Design alu_exec_seq_flat, sky130hd; sources not shown.
==> run_1/sizing.png <==
Scale bar: 20 um.
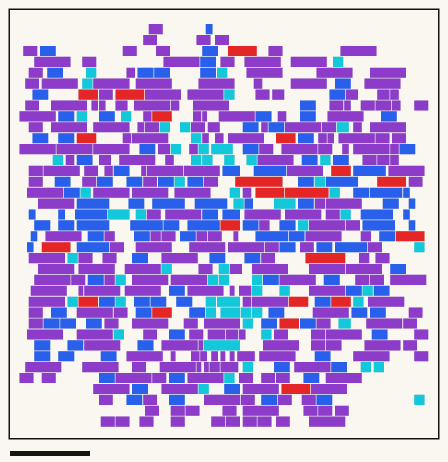
Cyan is x3 and x4, cells 62, share 13%. Purple is x1 and smaller, cells 269, share 56%. Red is x6 and larger, cells 21, share 4.4%. Blue is x2, cells 126, share 26%.
post-route setup slack: 100 ps
Non-clk bufs: 127

==> run_1/ff_map.png <==
Scale bar: 20 um. Other sequential cells in the stronger gray, the rest of the logic in the fainter gray.
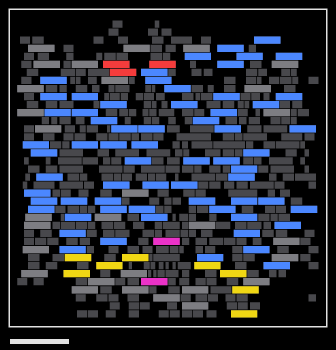
Blue is `u_core.regs_q`, placed flops 64. Red is `u_core.sel_q`, placed flops 3. Magenta is `u_core.state_q`, placed flops 2. Yellow is `u_core.res_q`, placed flops 8.
Another 29 sequential cells are not colored.
register area: 2650 um^2
Seq. pwr: 0.00353 W
fraction of area in registers: 39.8%

==> run_1/clock_nets.png <==
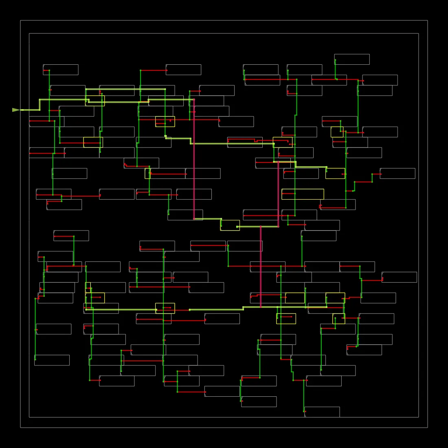
registers: 106
CTS sink count: 106

==> run_1/clock_wires.png <==
Scale bar: 20 um.
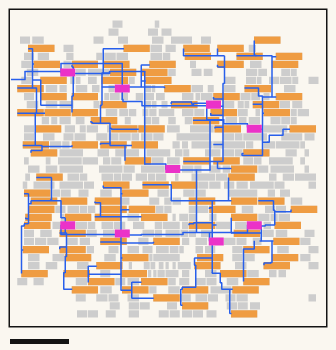
Magenta is clock-net drivers, count 9. Orange is flip-flops, count 106. Blue is clock wires, length 1,180 um.
Position of the flops: widely spread.
Insertion Delay late pin: 370 ps
Worst Skew: 10.5 ps
Clk pwr share: 13.4%
Clock group: 0.00123 W

==> flow_summary.toml, run 1 <==
# synthesis and place-and-route metrics
[run_status]
status = "finished clean"

[clocking]
cts_max_level = 3
cts_buffers = 9

[final_timing]
rsz0062_at_grt = "false"
max_slew_margin_pct = 60.5
fmax_ghz = 0.476

[placement]
port_buffers = 66
place_inst = 562
placed_cell_area_um2 = 6170

[logic_synthesis]
ys_area_um2 = 5180
synth_cell_types = 29
syn_avg_cell_area_um2 = 14.4

[power_and_ir_drop]
ir_drop_uv = 819
pg_comb_w = 0.00443

[final_layout]
mi_logic_area_um2 = 2430
final_cell_count_no_fill = 614
final_util_pct = 64.9
syn_to_final_growth_pct = 28.9
n_antenna_cell = 0

[global_routing]
grt_pass1_vias = 3806
antenna_found_initial = 0

[hold_path]
hold_class = "in2async"

[die]
dieWidth_um = 107
[run 1: metal layers]
| layer | routed length, um | global-route usage [%] | up-vias |
|---|---|---|---|
| li1 | - | - | 1595 |
| met1 | 5260 | 29.6 | 1849 |
| met2 | 6490 | 40.7 | 97 |
| met3 | 527 | 5.11 | 16 |
| met4 | 208 | 5.94 | 0 |
| met5 | 0 | 0 | - |
[run 1: kinds of logic after synthesis]
kind of cell             Yosys count  share of synthesized area, %
AND-OR/OR-AND                     37                          6.38
adder cells (fa/ha/maj)            4                         0.967
buffers and inverters             28                          2.30
flip-flops                       106                          51.2
multiplexers                     143                          34.0
AND/OR/NAND/NOR                   42                          5.10
[run 1: Yosys cell counts]
cell type	instances	share of area, %
and3b_1	3	0.51
mux2_1	2	0.44
a211o_1	8	1.4
a21oi_4	1	0.31
mux2_2	101	22
clkbuf_1	9	0.65
nor2_2	1	0.12
o31ai_1	1	0.15
mux4_2	16	7.0
buf_2	11	1.1
o21ai_0	2	0.19
or4b_4	1	0.27
dfrtp_1	106	51
nor2b_1	17	2.1
a32o_1	8	1.5
and3_1	1	0.12
o22ai_1	1	0.12
a22oi_1	8	1.2
buf_1	5	0.36
a41o_1	8	1.5
nand2_1	4	0.29
ha_1	4	0.97
nor2_1	2	0.15
mux2i_1	24	4.6
nor3b_2	2	0.48
or3_1	1	0.12
inv_1	3	0.22
nand2b_1	1	0.12
nand3_1	9	0.87
[run 1: cell type report]
class | instances | area share (%)
Clock inverter | 3 | 0.713
Timing Repair Buffer | 127 | 18.0
Sequential cell | 106 | 39.8
Inverter | 3 | 0.169
Multi-Input combinational cell | 226 | 36.4
Clock buffer | 13 | 2.38
Tap cell | 136 | 2.55
[run 1: repair_timing]
item                                    CTS  global route
endpoints found under the setup margin    9             8
buffers inserted                         25             9
gates cloned                              2             0
gates resized                            32             9
==> run_1/closeup.png <==
Region (65, 12) to (95, 42) um. Cells in gray, sequential cells in the stronger gray; small squares are vias.
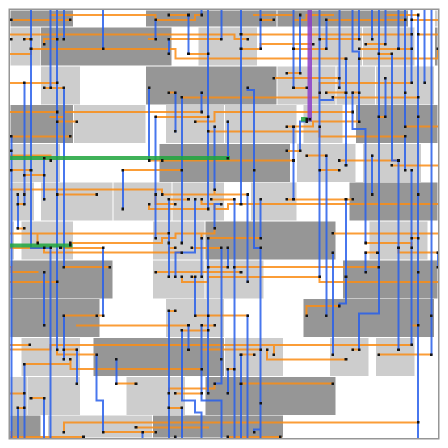

--- run 2 (diff from run 1) ---
Settings changed: TNS_END_PERCENT set to 1.
==> run_2/closeup.png <==
Region (65, 12) to (95, 42) um. Cells in gray, sequential cells in the stronger gray; small squares are vias.
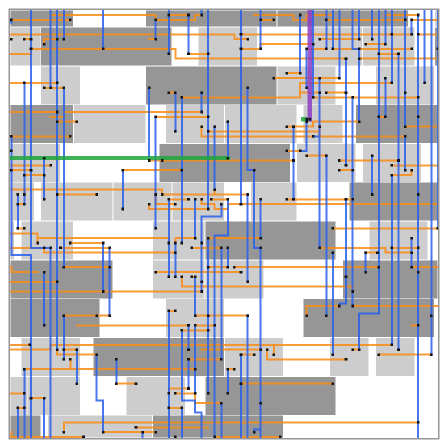
Orange is M1. Blue is M2. Green is M3. Purple is M4.
44 logic cells have their middle in the window. Most frequent: mux2_2 (14), dfrtp_1 (13). Sequential cells in the window: 13.

==> run 2 against run 1 <==
Net effect: register-to-register slack about the same; core utilization decreased by 0.62 points; clock power about the same; wire length is 0.87% lower; maximum frequency fell by 0.17%; synthesized cell count unchanged; worst hold slack got worse by 0.57 ps; count of clock-buffer cells in the layout stayed put; global-route usage fell by 0.066 points; sequential cell count unchanged; power is 1.1% lower; worst setup slack lost 3.7 ps; largest cell class unchanged; largest power group unchanged.
==> flow_summary.toml, run 2 <==
# synthesis and place-and-route metrics
[run_status]
status = "finished clean"

[logic_synthesis]
flop_cell = "dfrtp_1"
ys_top_cells_by_area = "dfrtp_1, mux2_2, mux4_2"
ys_area_um2 = 5180
netlist_top_cells_count = "dfrtp_1, mux2_2, mux2i_1"
synth-async-reset-ratio_pct = 100
top_cell = "dfrtp_1"
synth_cell_types = 29
synth_top_cell_by_area = "dfrtp_1"

[clocking]
clock_latency_ps = 370
cts_max_level = 3

[final_timing]
fmax_ghz = 0.475
setup_slack_ps = 96.4
max_slew_margin_pct = 61.2

[global_routing]
grt_use_met3_pct = 5.23
grt_pass1_vias = 3804
met1_usage_pct = 29.4

[die]
dieWidth_um = 107

[hold_path]
hold_class = "in2async"

[power_and_ir_drop]
ir_drop_uv = 780

[final_layout]
final_util_pct = 64.3
==> run_2/clock_nets.png <==
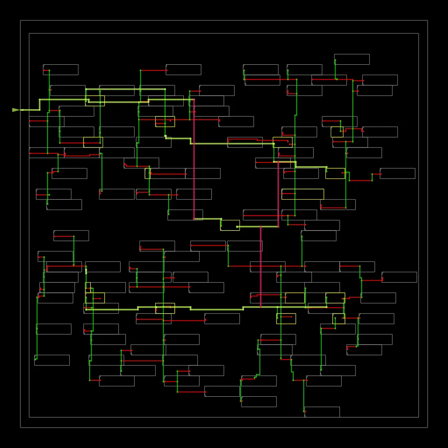
Layout clock buffers: 13
number of CTS-inserted buffers: 9
Worst Skew: 10.3 ps

==> run 2: cell counts after synthesis <==
Identical to the previous run, type by type.
==> run 2: routing by layer <==
metal  part of all wire [%]  vias up
met5                      0        -
met4                    1.7        0
met3                    3.3       18
met2                     52       71
met1                     43     1835
li1                       -     1576
==> run 2: through the flow <==
step	area (um^2)	cells
detailed placement	6170	562
finish	6610	606
global placement	6170	562
floorplan	5180	360
global route	6610	606
CTS	6600	602
==> run 2: cells by family (layout without fill, tap and decap cells) <==
family	after synthesis	after routing	share of synthesized area, %
compound gates	37	37	6.38
fa+ha+maj	4	4	0.967
buf+inv	28	138	2.30
flops	106	106	51.2
mux	143	143	34.0
simple gates	42	42	5.10
==> run 2: cell type report <==
| type | count | area [um^2] |
|---|---|---|
| inverter | 3 | 11.3 |
| clock inverter | 3 | 47.5 |
| fill | 814 | 3670 |
| timing repair buffer | 119 | 1140 |
| sequential | 106 | 2650 |
| clock buffer | 13 | 159 |
| tap | 136 | 170 |
| multi-input combinational | 226 | 2420 |
==> run 2: power breakdown <==
group | total (W) | internal [W] | switching [W]
Sequential | 0.00355 | 0.00290 | 0.000650
Clock | 0.00123 | 0.000594 | 0.000640
Combinational | 0.00431 | 0.00263 | 0.00168
==> run 2: what timing repair did <==
item,in CTS,in global routing
endpoints found under the setup margin,9,9
resized,28,12
pin swaps,0,0
cloned,2,0
hold endpoints to repair,0,0
setup buffers,22,4
No activity file was given, so power comes from the tool's default toggle rates.
